==> images/cell_classes.png <==
Bar = 50 um.
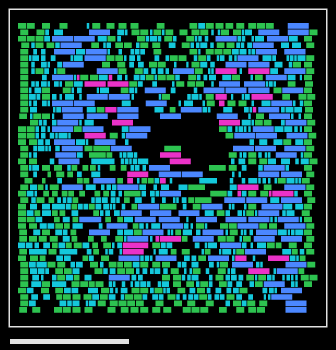
==> images/final_congestion.png <==
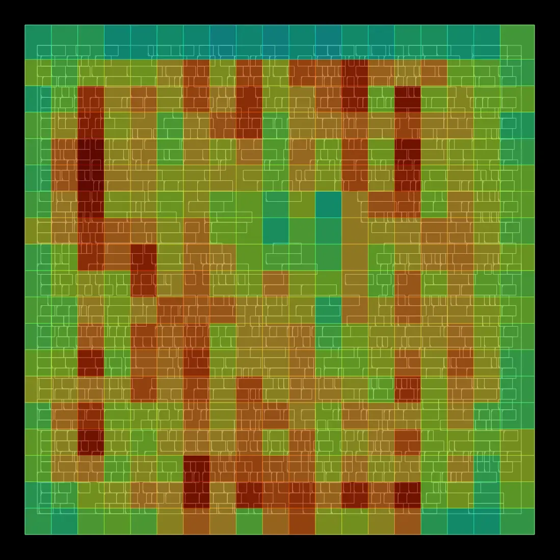
==> images/registers.png <==
Bar = 50 um.
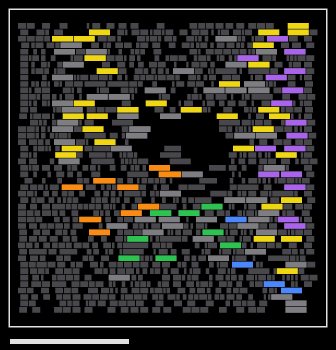
==> images/clock_map.png <==
Bar = 50 um.
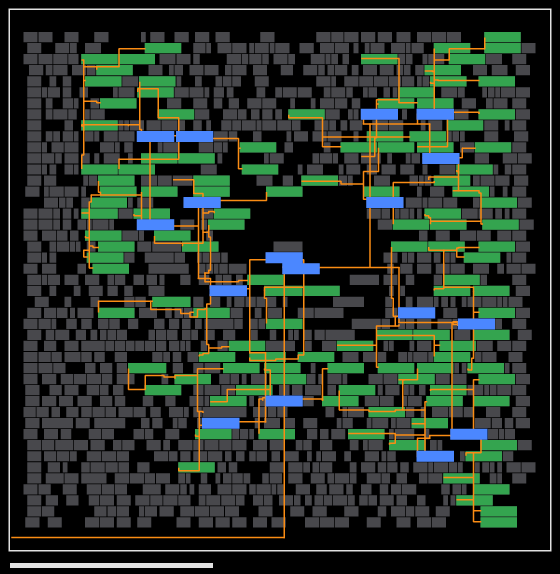
==> images/gate_families.png <==
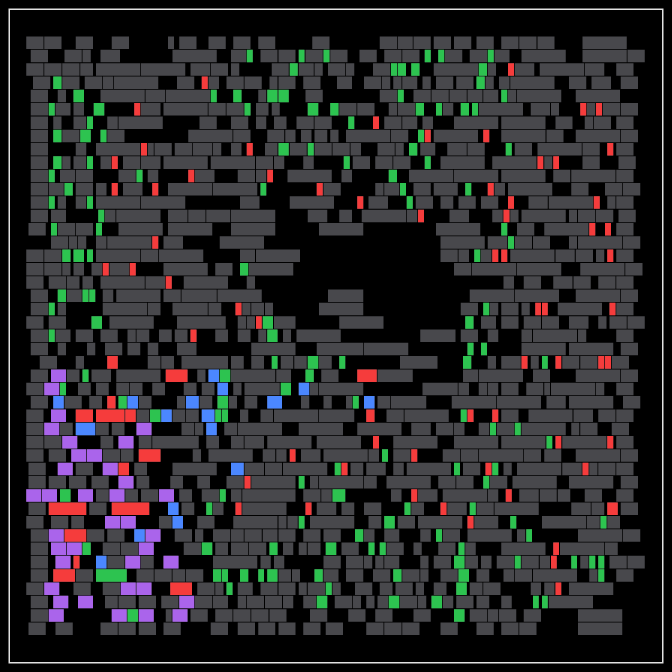
===== src/rtl/commit_sequencer.sv =====
// In-order commit stage: one matching branch result per cycle into a one-entry hold register,
// drained next cycle to a channel or the accumulator. Define COMMIT_SAT_EN for saturating narrowing.
module commit_sequencer #(
  parameter int unsigned DATA_WIDTH = 16,
  parameter int unsigned N_BLOCKS   = 256,
  parameter int unsigned N_BRANCHES = 4,
  parameter int unsigned MAC_BRANCH = 1,
  parameter int unsigned N_CHANNELS = 16,
  parameter int unsigned ID_WIDTH   = 9,
  localparam int unsigned BLK_W = $clog2(N_BLOCKS),
  localparam int unsigned CH_AW = $clog2(N_CHANNELS),
  localparam int unsigned RES_W = 2 * DATA_WIDTH,
  localparam int unsigned BR_W  = (N_BRANCHES > 1) ? $clog2(N_BRANCHES) : 1
) (
  input  logic                  clk,
  input  logic                  reset_n,
  input  logic                  enable,
  input  logic                  sample_tick,
  input  logic [DATA_WIDTH-1:0] sample_in,
  input  logic                  id_clear,
  input  logic [N_BRANCHES-1:0] in_valid,
  output logic [N_BRANCHES-1:0] in_ready,
  input  logic [BLK_W-1:0]      block_in [N_BRANCHES],
  input  logic [RES_W-1:0]      result [N_BRANCHES],
  input  logic [CH_AW-1:0]      dest [N_BRANCHES],
  input  logic [ID_WIDTH-1:0]   commit_id [N_BRANCHES],
  input  logic [N_BRANCHES-1:0] commit_flag,
  output logic [CH_AW-1:0]      channel_write_addr,
  output logic [DATA_WIDTH-1:0] channel_write_val,
  output logic                  channel_write_enable,
  output logic [RES_W-1:0]      accumulator_write_val,
  output logic                  accumulator_write_enable,
  output logic                  accumulator_add_enable,
  output logic [ID_WIDTH-1:0]   next_commit_id,
  output logic [BLK_W-1:0]      last_block,
  output logic                  commit_conflict,
  output logic                  dest_error,
  output logic                  sat_event
);

  localparam logic [CH_AW:0] NCH = N_CHANNELS[CH_AW:0];
  localparam logic [BR_W-1:0] MAC_IDX = MAC_BRANCH[BR_W-1:0];

  logic                  hold_valid;
  logic [BR_W-1:0]       hold_branch;
  logic [RES_W-1:0]      hold_result;
  logic [CH_AW-1:0]      hold_dest;
  logic                  hold_flag;
  logic [BLK_W-1:0]      hold_block;

  logic [N_BRANCHES-1:0] match;
  logic [N_BRANCHES-1:0] grant;
  logic [BR_W-1:0]       grant_idx;
  logic                  found;
  logic                  multi;
  logic                  accept_ok;
  logic                  accept;
  logic                  drain;
  logic                  dest_bad;
  logic [DATA_WIDTH-1:0] narrowed;
  logic                  clipped;

  always_comb begin
    match     = '0;
    grant     = '0;
    grant_idx = '0;
    found     = 1'b0;
    for (int unsigned i = 0; i < N_BRANCHES; i++) begin
      match[i] = in_valid[i] && (commit_id[i] == next_commit_id);
    end
    for (int unsigned i = 0; i < N_BRANCHES; i++) begin
      if (match[i] && !found) begin
        grant[i]  = 1'b1;
        grant_idx = BR_W'(i);
        found     = 1'b1;
      end
    end
    // More than one bit set iff clearing the lowest set bit leaves something behind.
    multi     = (match & (match - 1'b1)) != '0;
    accept_ok = enable && !sample_tick && !id_clear && reset_n;
    in_ready  = accept_ok ? grant : '0;
    accept    = accept_ok && found;
    drain     = enable && !sample_tick && hold_valid;
    dest_bad  = {1'b0, hold_dest} >= NCH;
  end

`ifdef COMMIT_SAT_EN
  logic [RES_W-DATA_WIDTH:0] upper;
  always_comb begin
    upper    = hold_result[RES_W-1:DATA_WIDTH-1];
    clipped  = (upper != '0) && (upper != '1);
    narrowed = hold_result[DATA_WIDTH-1:0];
    if (clipped) begin
      narrowed = hold_result[RES_W-1] ? {1'b1, {(DATA_WIDTH-1){1'b0}}}
                                      : {1'b0, {(DATA_WIDTH-1){1'b1}}};
    end
  end
`else
  always_comb begin
    narrowed = hold_result[DATA_WIDTH-1:0];
    clipped  = 1'b0;
  end
`endif

  always_ff @(posedge clk or negedge reset_n) begin
    if (!reset_n) begin
      hold_valid               <= 1'b0;
      hold_branch              <= '0;
      hold_result              <= '0;
      hold_dest                <= '0;
      hold_flag                <= 1'b0;
      hold_block               <= '0;
      channel_write_addr       <= '0;
      channel_write_val        <= '0;
      channel_write_enable     <= 1'b0;
      accumulator_write_val    <= '0;
      accumulator_write_enable <= 1'b0;
      accumulator_add_enable   <= 1'b0;
      next_commit_id           <= '0;
      last_block               <= '0;
      commit_conflict          <= 1'b0;
      dest_error               <= 1'b0;
      sat_event                <= 1'b0;
    end else begin
      channel_write_enable     <= 1'b0;
      accumulator_write_enable <= 1'b0;
      accumulator_add_enable   <= 1'b0;
      sat_event                <= 1'b0;

      if (id_clear) begin
        next_commit_id <= '0;
      end else if (accept) begin
        next_commit_id <= next_commit_id + 1'b1;
      end
      if (accept && multi) begin
        commit_conflict <= 1'b1;
      end

      // The sample write owns the channel port for the whole tick; drain waits.
      if (enable && sample_tick) begin
        channel_write_addr   <= '0;
        channel_write_val    <= sample_in;
        channel_write_enable <= 1'b1;
      end else if (drain) begin
        last_block <= hold_block;
        if (hold_branch == MAC_IDX) begin
          accumulator_write_val    <= hold_result;
          accumulator_write_enable <= 1'b1;
          accumulator_add_enable   <= !hold_flag;
        end else if (dest_bad) begin
          dest_error <= 1'b1;
        end else begin
          channel_write_addr   <= hold_dest;
          channel_write_val    <= narrowed;
          channel_write_enable <= 1'b1;
          sat_event            <= clipped;
        end
      end

      if (accept) begin
        hold_valid  <= 1'b1;
        hold_branch <= grant_idx;
        hold_result <= result[grant_idx];
        hold_dest   <= dest[grant_idx];
        hold_flag   <= commit_flag[grant_idx];
        hold_block  <= block_in[grant_idx];
      end else if (drain) begin
        hold_valid <= 1'b0;
      end
    end
  end

endmodule

===== config.mk =====
export PLATFORM = sky130hd
export DESIGN_NAME = commit_sequencer
export DESIGN_NICKNAME = d
export VERILOG_FILES = /design/src/rtl/commit_sequencer.sv
export SDC_FILE = /design/constraint.sdc
export NUM_CORES = 1
export LEC_CHECK = 0
export CAP_MARGIN = 10
export CORE_MARGIN = 3
export CORE_UTILIZATION = 42
export DETAILED_ROUTE_END_ITERATION = 10
export PLACE_DENSITY_LB_ADDON = 0.2
export SLEW_MARGIN = 5
export SYNTH_ARGS = -nofsm -noshare
export SYNTH_HDL_FRONTEND = slang
export SYNTH_SLANG_ARGS = --single-unit

===== constraint.sdc =====
create_clock -name clk -period 2.8 [get_ports clk]
set_input_delay 0.56 -clock clk [delete_from_list [all_inputs] [get_ports clk]]
set_output_delay 0.56 -clock clk [all_outputs]
set_load 0.02 [all_outputs]

==> summary.log <==
[status] status finished, final reports clean
[yosys] number of warning messages in the yosys log 0
[yosys] yosys stat area 6790 um^2
[sta] Final Max-Slew Violation Tally 0
[place] final estimated routing congestion in global placement 0.855
[routing] number of DRC markers in iteration 0 560
[yosys] synthesized instance count 734
[worst_setup_path] critical path startpoint category primary input
[power_and_ir_drop] areal power density over the cells 404 nW/um^2
[yosys] Avg Inst Size Synth 9.25 um^2
[floorplan] Floorplan Core Area 15500 um^2
[yosys] count of instantiated cells in the yosys netlist 734
[routing] number of design rule violations left after detail routing 0
[yosys] portion of the post-synthesis area used by sequential elements 44.6%
[global_routing] pin count of the biggest net entering global routing 74
[sta] Fin Clk Skew 0.00804 ns
[finish] share of the core filled with cells in the final layout 71.8%
[sta] Setup WS post-layout 0.0635 ns
[power_and_ir_drop] worst ir drop on vdd 0.429 mV
[floorplan] number of top-level pins 320
[global_routing] number of global-route vias before repair 7088
[sta] final worst-path cycle share 97.7%
[yosys] cells taking the most area after synthesis dfrtp_1 (45%), mux2_2 (6.8%), a31oi_1 (6.0%)
[clock_network] maximum number of buffers from clock root to sink 2
[sta] Period minus WS final 2.74 ns
[floorplan] Die W 133 um
[clock_network] CTS tree yes
[place] HPWL after detailed placement 18300 um
[flow_run] tool warning count 26
[clock_network] count of hold buffers inserted by post-cts repair 0
[worst_setup_path] Crit Path Category primary input to output pin
[finish] net total in the final layout 1311
[floorplan] Initial Utilization 43.9%
[floorplan] die height 133 um
[sta] # setup viols final 0
[sta] Worst Tran Pin Value 0.920 ns
[sta] Hold Vio Cnt, Final 0
[finish] share of post-route cells with drive strength above 1 14.7%
[clock_network] Clk Latency, worst-skew pair 0.41 ns
[clock_network] CTS H-tree lvls 4
[yosys] count of library flops with an enable pin 0
[routing] count of vias placed by the detailed router 7172
[clock_network] clk slew on worst S/H paths 0.05 ns
[place] worst slack, placed -0.448 ns
[yosys] largest area contributor in the synthesized netlist dfrtp_1
[finish] ant diodes 0
[yosys] Post-Synthesis Cell Area 6790 um^2
[floorplan] row count 45
[sta] highest clock frequency the design can meet 365 MHz
[min_path] HP Class primary input to async pin
[global_routing] Tot GR Track Use 27.4%
[worst_setup_path] Worst setup EP type output pin
[routing] First-pass DRT Iterations 5
[global_routing] total overflow reported by the global router 0
[yosys] main flop type dfrtp_1
[finish] most frequent cells in the layout clkdlybuf4s50_1 (312), dfrtp_1 (118), nand2_1 (86)
[finish] growth of design area from synthesis to finish 63.6%
[worst_setup_path] required time of the critical path 2.24 ns
[sta] relative slew slack 38.7%
[yosys] post-synthesis async set-or-reset flop share 100%
[routing] final routed wirelength across all metal layers 25000 um
[global_routing] antenna violations before repair 0
[clock_network] clock root buffer clkbuf_16
[worst_setup_path] Arrival @ worst endpoint 2.18 ns
[yosys] Max-area cell share 44.6%
[clock_network] Inserted Clock Buffers 17
[yosys] Seq cells post-synth 121
[worst_setup_path] Worst Path Max Fanout 6
[routing] number of nets with antenna violations after detailed routing 0
[global_routing] global-route wire length before repair 38200 um
[yosys] number of distinct standard cells referenced by the synthesized netlist 43
[routing] routed via count divided by cell count 5.56
[flow_run] count of max-cap constraint violations 0
[routing] wire per inst 19.3 um
[power_and_ir_drop] total leakage power 4.71 nW
[floorplan] die footprint 17700 um^2
[place] port buffer count 317
[clock_network] total clock sinks 121
Notes on cell_classes.png above:
| colour | class | cells |
|---|---|---|
| cyan | all other logic | 544 |
| magenta | clock drivers and dummy loads | 30 |
| green | other buffers and delay cells | 385 |
| blue | flip-flops | 121 |

Notes on final_congestion.png above:
met2 global-route usage: 46.2%
met1 Resource Use GR: 34.2%
met3 track demand over resource in global routing: 6.53%
global route hottest layer: met2

Notes on registers.png above:
| colour | name in the netlist | placed flops |
|---|---|---|
| green | last_block | 8 |
| orange | next_commit_id | 9 |
| purple | channel_write_val | 16 |
| yellow | accumulator_write_val | 32 |
| blue | hold_dest | 4 |
power attributed to sequential cells: 1.82 mW
total area of sequential cells: 3030 um^2

Notes on clock_map.png above:
[green] flip-flops | count: 121
[orange] clock wires | length: 1600 um
[blue] cells driving clock nets | count: 17
routed clock nets: 18

Notes on gate_families.png above:
| colour | family | cells |
|---|---|---|
| green | NAND gates | 146 |
| blue | AND and OR gates | 17 |
| purple | XOR/XNOR gates | 37 |
| red | NOR gates | 81 |
Commonest Layout Cell: clkdlybuf4s50_1
share of the final layout cell area in multi-input gates: 31.3%

## cell usage after synthesis, drive strengths merged, types with 4 or more instances
cell,n
a21o,22
a21oi,26
a31o,26
a31oi,65
and3,6
buf,35
clkbuf,35
dfrtp,121
mux2,41
mux2i,17
nand2,86
nand3,30
nand4,26
nor2,66
nor3,4
nor4,9
o21ai,56
o31ai,4
or3,4
xnor2,12
xor2,25
## path summary, 6_finish.rpt
check	start	to	slack (ns)	depth (start not counted)
setup / recovery	enable	in_ready[0]	0.06	8
hold / removal	reset_n	next_commit_id[1]	0.27	2
setup reg to reg	next_commit_id[2]	hold_result[10]	0.11	8
hold reg to reg	hold_flag	accumulator_add_enable	0.45	1
max in group asynchronous	reset_n	last_block[4]	1.16	3
min in group clk	hold_flag	accumulator_add_enable	0.45	1
## critical path: stages
cell             delay [ns]
clkdlybuf4s50_1        0.48
nor2b_1                0.16
buf_4                  0.15
nand3b_1               0.07
buf_4                  0.17
buf_4                  0.14
nor2_1                 0.12
clkdlybuf4s15_1        0.32
## report_power, final
group	switching (mW)	internal (mW)	total, mW	leakage [nW]
combinational	0.224	0.420	0.645	2.81
clock	0.757	1.27	2.03	0.264
sequential	0.0256	1.79	1.82	1.63
## sequential cells by signal, summed over array words and instances (netlist names)
register,cells
hold_result,32
hold_flag,1
last_block,8
hold_valid,1
hold_dest,4
channel_write_addr,4
accumulator_write_val,32
accumulator_add_enable,1
next_commit_id,9
accumulator_write_enable,1
channel_write_val,16
channel_write_enable,1
hold_branch,2
hold_block,8
commit_conflict,1
## cell families after synthesis
group | after synthesis | share of synthesized area, %
other | 1 | 0.0552
AND/OR/NAND/NOR | 244 | 17.3
AND-OR/OR-AND | 201 | 18.8
adder cells (fa/ha/maj) | 1 | 0.184
flip-flops | 121 | 44.6
buffers and inverters | 71 | 4.97
XOR/XNOR | 37 | 4.77
multiplexers | 58 | 9.30
## final cells by class
class,instances,area (um^2)
fillers,1201,4370
repair buffers,385,3780
multi-input cells,543,3480
flip-flops and latches,121,3030
clock buffers,22,474
well taps,211,264
clock inverters,8,72.6
inverters,1,3.75
## per-layer routing
metal  track usage (%)  wire length [um]
met5                 0                 0
met4              10.5               789
met3              6.53              1930
met2              46.2             12200
met1              34.2             10100
## timing repair
item,in CTS,in global routing
hold endpoints to repair,0,0
setup buffers,2,0
cloned,0,0
resized,18,7
pin swaps,2,2
setup endpoints to repair,4,8
## stage by stage
stage | cell area (um^2) | power [mW] | setup TNS [ns] | hold slack [ns] | instances
2_1_floorplan | 6800 | 2.00 | 0 | 0.264 | 735
3_3_place_gp | 10500 | 2.48 | -12.79 | 0.421 | 1259
3_5_place_dp | 10500 | 2.49 | -14.09 | 0.439 | 1259
4_1_cts | 11100 | 4.52 | 0 | 0.282 | 1291
5_1_grt | 11100 | 4.66 | -0.0287 | 0.316 | 1291
6_report | 11100 | 4.49 | 0 | 0.267 | 1291
Power and IR drop assume default switching activity.
